`src/rtl/adc_vol_filter.sv`:
```
// Moving-average filter on one ADC channel, followed by a serial
// divider that scales the average to millivolts (avg * 5000 / 4095).
module adc_vol_filter #(
  parameter int LOG2_AVG = 3
) (
  input  logic        Clk,
  input  logic        Reset,
  input  logic        response_valid,
  input  logic [4:0]  response_channel,
  input  logic [11:0] response_data,
  input  logic [4:0]  sel_channel,
  output logic [12:0] vol,
  output logic        vol_valid,
  output logic [11:0] sample_avg,
  output logic        busy
);

  localparam int N  = 1 << LOG2_AVG;
  localparam int SW = 12 + LOG2_AVG;
  localparam logic [LOG2_AVG:0] FILL_N  = (LOG2_AVG+1)'(N);
  localparam logic [LOG2_AVG:0] FILL_N1 = (LOG2_AVG+1)'(N - 1);

  localparam logic [1:0] S_IDLE = 2'd0;
  localparam logic [1:0] S_LOAD = 2'd1;
  localparam logic [1:0] S_DIV  = 2'd2;
  localparam logic [1:0] S_DONE = 2'd3;

  logic [11:0]         win [N];
  logic [LOG2_AVG-1:0] ptr;
  logic [LOG2_AVG:0]   fill;
  logic [SW-1:0]       sum;
  logic [SW-1:0]       sum_next;
  logic [4:0]          prev_sel;
  logic [11:0]         evict;
  logic                full;
  logic                full_after;
  logic                flush;
  logic                accept;
  logic                qual;

  logic [1:0]  state;
  logic        pending;
  logic [24:0] num;
  logic [24:0] quo;
  logic [11:0] rem;
  logic [4:0]  cnt;
  logic [12:0] rem_sh;
  logic [12:0] rem_nx;
  logic        ge;

  assign full       = (fill == FILL_N);
  assign full_after = full || (fill == FILL_N1);
  assign flush      = (sel_channel != prev_sel);
  assign accept     = response_valid && !flush &&
                      (response_channel == sel_channel);
  assign qual       = accept && full_after;
  assign evict      = full ? win[ptr] : 12'd0;
  assign sum_next   = sum + SW'(response_data) - SW'(evict);
  assign sample_avg = full ? sum[SW-1:LOG2_AVG] : 12'd0;
  assign busy       = (state != S_IDLE);

  // one restoring-division step per cycle, numerator shifted in MSB first
  assign rem_sh = {rem, num[24]};
  assign ge     = (rem_sh >= 13'd4095);
  assign rem_nx = ge ? (rem_sh - 13'd4095) : rem_sh;

  always_ff @(posedge Clk) begin
    if (accept) win[ptr] <= response_data;
  end

  always_ff @(posedge Clk) begin
    if (Reset) begin
      ptr      <= '0;
      fill     <= '0;
      sum      <= '0;
      prev_sel <= sel_channel;
    end else begin
      prev_sel <= sel_channel;
      if (flush) begin
        ptr  <= '0;
        fill <= '0;
        sum  <= '0;
      end else if (accept) begin
        ptr <= ptr + 1'b1;
        sum <= sum_next;
        if (!full) fill <= fill + 1'b1;
      end
    end
  end

  always_ff @(posedge Clk) begin
    if (Reset) begin
      state     <= S_IDLE;
      pending   <= 1'b0;
      num       <= '0;
      quo       <= '0;
      rem       <= '0;
      cnt       <= '0;
      vol       <= '0;
      vol_valid <= 1'b0;
    end else begin
      vol_valid <= 1'b0;
      // a new sample during a conversion outranks LOAD clearing pending
      if (flush)
        pending <= 1'b0;
      else if (qual && state != S_IDLE)
        pending <= 1'b1;
      else if (state == S_LOAD)
        pending <= 1'b0;
      case (state)
        S_IDLE: begin
          if (qual || (pending && !flush)) state <= S_LOAD;
        end
        S_LOAD: begin
          num   <= 25'(sample_avg) * 25'd5000;
          quo   <= '0;
          rem   <= '0;
          cnt   <= '0;
          state <= S_DIV;
        end
        S_DIV: begin
          num <= {num[23:0], 1'b0};
          quo <= {quo[23:0], ge};
          rem <= rem_nx[11:0];
          if (cnt == 5'd24) state <= S_DONE;
          else cnt <= cnt + 1'b1;
        end
        default: begin
          vol       <= quo[12:0];
          vol_valid <= 1'b1;
          state     <= S_IDLE;
        end
      endcase
    end
  end

endmodule

```
`config.mk`:
```
export PLATFORM = sky130hd
export DESIGN_NAME = adc_vol_filter
export DESIGN_NICKNAME = d
export VERILOG_FILES = /design/src/rtl/adc_vol_filter.sv
export SDC_FILE = /design/constraint.sdc
export NUM_CORES = 1
export LEC_CHECK = 0
export ABC_CLOCK_PERIOD_IN_PS = 11200
export CAP_MARGIN = 40
export CORE_MARGIN = 1.5
export CORE_UTILIZATION = 45
export CTS_BUF_LIST = sky130_fd_sc_hd__clkbuf_8
export DETAILED_ROUTE_END_ITERATION = 8
export RECOVER_POWER = 25
export SLEW_MARGIN = 25
export SYNTH_ARGS = -nofsm -noshare
export SYNTH_HDL_FRONTEND = slang
export SYNTH_SLANG_ARGS = --single-unit
```
`constraint.sdc`:
```
create_clock -name Clk -period 11.2 [get_ports Clk]
set_input_delay 2.24 -clock Clk [delete_from_list [all_inputs] [get_ports Clk]]
set_output_delay 2.24 -clock Clk [all_outputs]
set_load 0.02 [all_outputs]
```
Figure 1. Wire density map (run 1).
32 x 32 tiles, from dark purple (low) to yellow (high), scaled to the fullest tile. Values are wire area over tile area, all layers added.
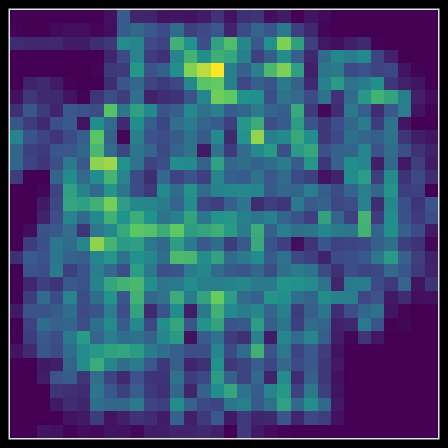
emptiest ninth of the die: lower right
mean over tiles: 0.14
tiles over half the peak: 11%
nearly empty tiles: 16%
fullest tile: 0.51
final WL: 22,200 um
post-DR wirelength/cell: 15.8 um
vias post-DR: 7,305
GRT Total Usage: 19.2%

Figure 2. Clock wiring as the flow saved it (run 1).
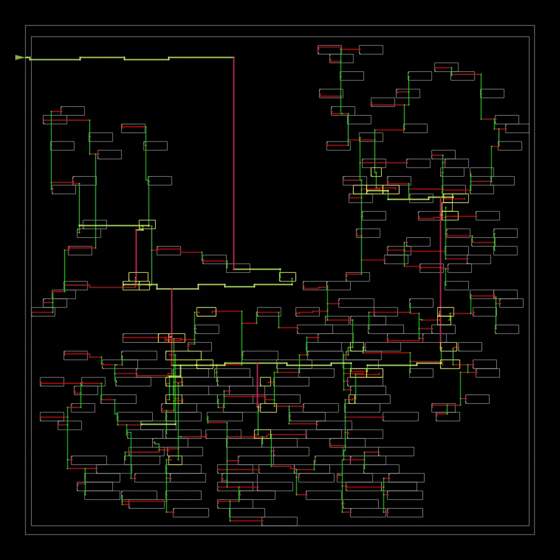
clock sink count: 195
Clock Power: 0.476 mW
Final Skew: 16.9 ps
clkbuf count: 17
Inserted Clock Buffers: 17

==> changes_impl.md, run 1 <==
### Implementation results

* Status: finished, violations left
* Failing checks: max-capacitance violations, max-slew violations
* Layout Utilization at 51.7%
* I/O pin total at about 52
* Filler cells at approximately 2,100
* Synthesis Warnings at 0
* WP data required at 11,450 ps
* HPWL after DPL at around 16,000 um
* Hold Path Origin: sum[0]
* Unique cell types at 62
* Chip area at 25,100 sq um
* Combinational fraction of the cell area at 44.4%
* Yosys cell count at 1,029
* Worst slew pin tran at roughly 2600 ps
* Total of max-cap violations at 1
* Worst-path fanout max at 9
* Yosys chip area at roughly 11,000 sq um
* Cell taking the most area after synthesis: edfxtp_1
* DR WL met2 at 10,200 um
* Fin. max-slew vios at 60
* # diodes at 0
* # DRC at 0
* ClkCell Share at about 3.4%
* Pwr Total at 1.45 mW
* Hold path depth at 2
* Final setup fails at 0
* Pwr Density at between 100 and 150 nW/um^2
* Post-layout period usage of the worst path at 48.7%
* Top cells by count, synth: inv_1, dfxtp_1, edfxtp_1
* Cell area after layout at 12,200 sq um
* Dominant cells by area after synthesis: edfxtp_1, dfxtp_1, ha_1
* Yosys simple share at 11.4%
* Resize count post-CTS at 0
* Dpl ws at 5550 ps
* Hold slack at 465 ps
* Fp util at between 40% and 50%
* Critical path startpoint category: register
* Largest net degree at the start of global routing at 60
* Log Warnings at 31
* Setup ws final at 5750 ps
* Chip height at between 150 and 200 um
* Grt met3 use at just over 3%
* Ys flops at a little under 200
* # nets final at 1,214
Figure 3. Sequential cells coloured by netlist name (run 1).
The bar under the picture is 50 um long. Other sequential cells in the stronger grey, the rest of the logic in the fainter grey.
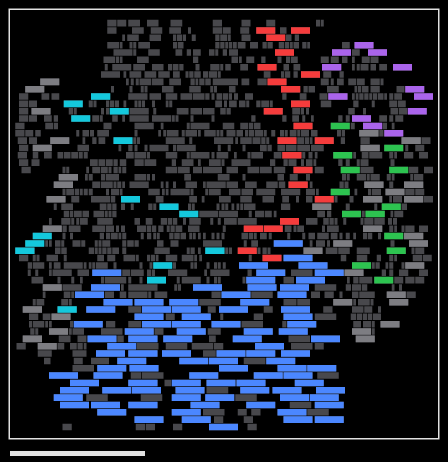
| colour | name in the netlist | flops |
|---|---|---|
| red | num | 22 |
| purple | rem | 12 |
| cyan | sum | 15 |
| green | quo | 13 |
| blue | win | 96 |
not coloured: 37

==> run 1: critical path, cell delays in order, from the launching register on <==
cell      delay (ps)
dfxtp_1          340
inv_1             90
ha_1             160
and3b_1          420
nand2_1          350
fa_1             620
inv_1             50
ha_1             280
inv_1             60
fa_1             520
inv_1             40
ha_1             280
ha_1             300
ha_1             420
a21oi_1          250
o21ai_0          190
a211o_1          320
a21oi_1          160
o21ai_0          120
xnor2_1          180
a211oi_1          90
==> run 1: flip-flops by register name, summed over array words and instances, names as in the netlist, named ones only <==
register   count
cnt            5
fill           4
num           22
pending        1
prev_sel       5
ptr            3
quo           13
rem           12
state          2
sum           15
vol           13
vol_valid      1
win           96
==> run 1: cell usage in the layout, fill, tap and decap left out, types with 7 or more instances in the layout <==
cell type / n
nand4_1: 7
a21o_1: 17
and3_1: 8
a21oi_1: 57
mux2i_1: 35
ha_1: 85
fa_1: 33
dfxtp_1: 99
a22o_1: 9
xor2_1: 19
xnor2_1: 26
nand2_1: 79
inv_1: 123
o211ai_1: 8
nor3_1: 14
dlygate4sd3_1: 12
a211oi_1: 11
nand3_1: 30
mux4_2: 24
o21ai_0: 30
clkdlybuf4s50_1: 38
clkbuf_8: 17
buf_4: 14
nor2_1: 91
edfxtp_1: 96
==> run 1: power by group <==
| part | leakage (nW) | switching, mW | total (mW) | internal [mW] |
|---|---|---|---|---|
| Clock | 0.208 | 0.285 | 0.476 | 0.191 |
| Sequential | 1.66 | 0.0149 | 0.790 | 0.775 |
| Combinational | 3.00 | 0.118 | 0.187 | 0.0694 |
| Total | 4.87 | 0.418 | 1.45 | 1.04 |
Figure 4. Cell area per tile (run 1).
The bar under the picture is 50 um long. 16 x 16 tiles, from dark purple (low) to yellow (high), 0 to 100% covered.
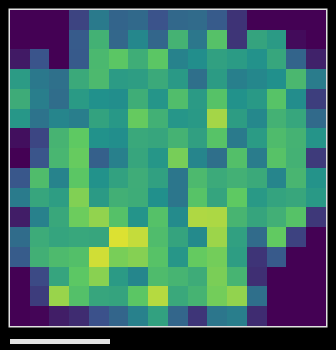

--- run 2 (diff from run 1) ---
ABC_CLOCK_PERIOD_IN_PS = 5650   (was 11200)
clock period = 5.65 ns   (was 11.2 ns; I/O delays follow)
Figure 5. Cell area per tile (run 2).
The bar under the picture is 50 um long. 16 x 16 tiles, from dark purple (low) to yellow (high), 0 to 100% covered.
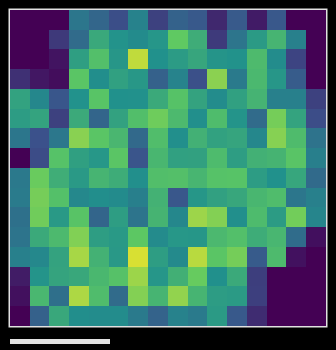
fullest tile: 94%
mean over tiles: 47%
nearly empty tiles: 9.4%
core area: 23,600 sq um
Layout Utilization: 52.1%

Figure 6. Sequential cells coloured by netlist name (run 2).
The bar under the picture is 50 um long. Other sequential cells in the stronger grey, the rest of the logic in the fainter grey.
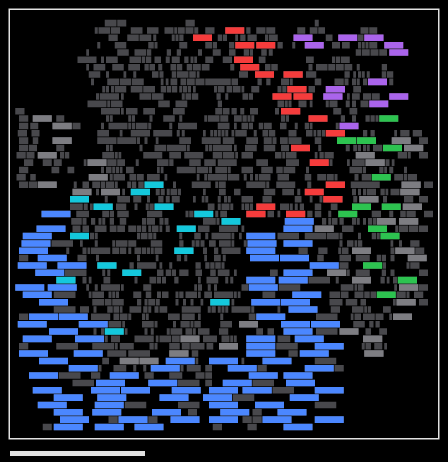
| colour | name in the netlist | flops |
|---|---|---|
| blue | win | 96 |
| red | num | 22 |
| purple | rem | 12 |
| green | quo | 13 |
| cyan | sum | 15 |

==> run 2 against run 1 <==
  * The flow now finishes without violations
  * Core utilization grew 0.38 points
  * Power grew 97%
  * Combinational power grew 100%
  * Synthesized area is the same
  * Fmax grew 5.9%
  * Wire length grew 2.2%
  * Synthesized cell count is the same
  * Die size is the same
  * Clock skew grew 3.7 ps
  * Critical path type unchanged
  * Largest power group unchanged
  * Highest routed layer unchanged
==> changes_impl.md, run 2 <==
### Implementation results

* Filler cells at 2,153
* Hold Path Origin: quo[12]
* GRT Total Usage at 19.7%
* Pwr Total at 2.87 mW
* Largest net degree at the start of global routing at 60
* Log Warnings at 31
* Dominant cells by area after synthesis: edfxtp_1, dfxtp_1, ha_1
* Worst-path fanout max at 9
* Status: finished clean
* Seq pwr share at 54.7%
* Post-layout period usage of the worst path at 91.2%
* Critical path startpoint category: register
* Slowest CP cell: fa_1
* HPWL after DPL at 16,500 um
* Biggest register: win
* Fin. max-slew vios at 0
* Final setup fails at 0
* Power share of the clock group at 32.2%
* Fp util at 46.1%
* Yosys chip area at between 10,000 and 15,000 sq um
* GR Util met2 at about 32%
* Pint at between 2 and 2.5 mW
* Hold slack at 472 ps
* Vias post-DR at 7,397
* Grt met3 use at under 10%
* Most frequent logic cells in the routed design: inv_1, dfxtp_1, edfxtp_1
* Crit path depth at 20
* Sw frac at 28.5%
* Worst path max stage delay at 600 ps
* Most used cell, CP: ha_1
* Unique cell types at between 60 and 70
* Drt pass-1 iters at 4
* Total of max-cap violations at 0
* Crit path max-delay family: adder cells
* Worst slew pin tran at 613 ps
* Ordered cell list for the critical path: inv_1 > ha_1 > and3b_1 > nand2_1 > fa_1 > inv_1 > ha_1 > inv_1 > fa_1 > inv_1 > ha_1 > ha_1 > ha_1 > a21oi_1 > o21ai_0 > a211o_1 > a21oi_1 > o21ai_0 > xnor2_1 > a211oi_1
* Chip height at 159 um
* WP data required at ~6000 ps
* Clock sink count at 195
* # DRC at 0
* Pwr Density at 233 nW/um^2
* Most numerous logic cell after layout: inv_1
* Hold path depth at 2
* Synthesis Warnings at 0
* Switching power total at between 0.8 and 0.9 mW
* Resize count post-CTS at 0
* Post-DR wirelength/cell at 16.0 um
* Critical path buffers and inverters at 4
* Chip area at 25,100 sq um
* First-pass GRT wire length at 38,000 um
* Yosys cell count at 1,029
Figure 7. Wire density map (run 2).
32 x 32 tiles, from dark purple (low) to yellow (high), scaled to the fullest tile. Values are wire area over tile area, all layers added.
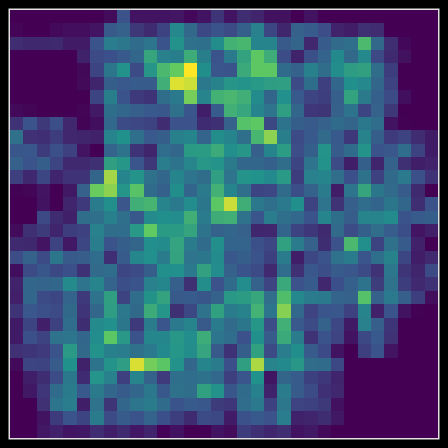
tiles over half the peak: 12%
fullest tile: 0.50
mean over tiles: 0.14
emptiest ninth of the die: lower right

## run 2: netlist changes by cell type in the layout (fill, tap and decap cells not counted), sizes merged
cell	before	now
dlygate4sd3	12	14
clkdlybuf4s50	38	36
buf	18	31
inv	132	133
clkbuf	18	17
clkinvlp	1	0
## run 2: kinds of logic (layout without fill, tap and decap cells)
family | count (synthesis) | after routing
AND-OR/OR-AND | 169 | 169
adder cells (fa/ha/maj) | 118 | 118
AND/OR/NAND/NOR | 272 | 272
buffers and inverters | 170 | 237
XOR/XNOR | 45 | 45
flip-flops | 195 | 195
multiplexers | 60 | 60
## run 2: how the worst min path moves through the flow
stage	endpoint	slack [ps]
3_5_place_dp	sum[0]	460
2_1_floorplan	sum[0]	440
6_report	quo[12]	470
3_3_place_gp	sum[0]	450
4_1_cts	sum[0]	480
5_1_grt	sum[0]	490
## run 2: layout make-up
type | count | share of cell area [%]
multi-input cells | 664 | 44.0
flip-flops and latches | 195 | 39.6
repair buffers | 81 | 6.19
clock buffers | 17 | 1.90
well taps | 319 | 3.25
clock inverters | 15 | 1.32
inverters | 124 | 3.79
## run 2: power by group through the flow
stage	Sequential, mW	Clock [mW]	Combinational (mW)
6_report	1.57	0.922	0.377
5_1_grt	1.57	1.01	0.433
4_1_cts	1.57	0.956	0.372
3_5_place_dp	1.60	0	0.371
3_3_place_gp	1.60	0	0.362
2_1_floorplan	1.59	0	0.268
## run 2: metrics by stage
stage	cell area (sq um)	utilization [%]	setup slack, ps
final	12300	52.1	499
after global routing	12300	52.1	84.8
after CTS	12300	51.9	492
after detailed placement	11900	50.2	536
after global placement	11800	50.1	632
after floorplan	10900	-	486
## run 2: layer usage
layer	up-vias	wire length (um)
met5	-	0
met4	0	201
met3	17	631
met2	108	10500
met1	3578	11300
li1	3694	-
Power figures rest on the tool's default switching activity, not on a simulated workload.
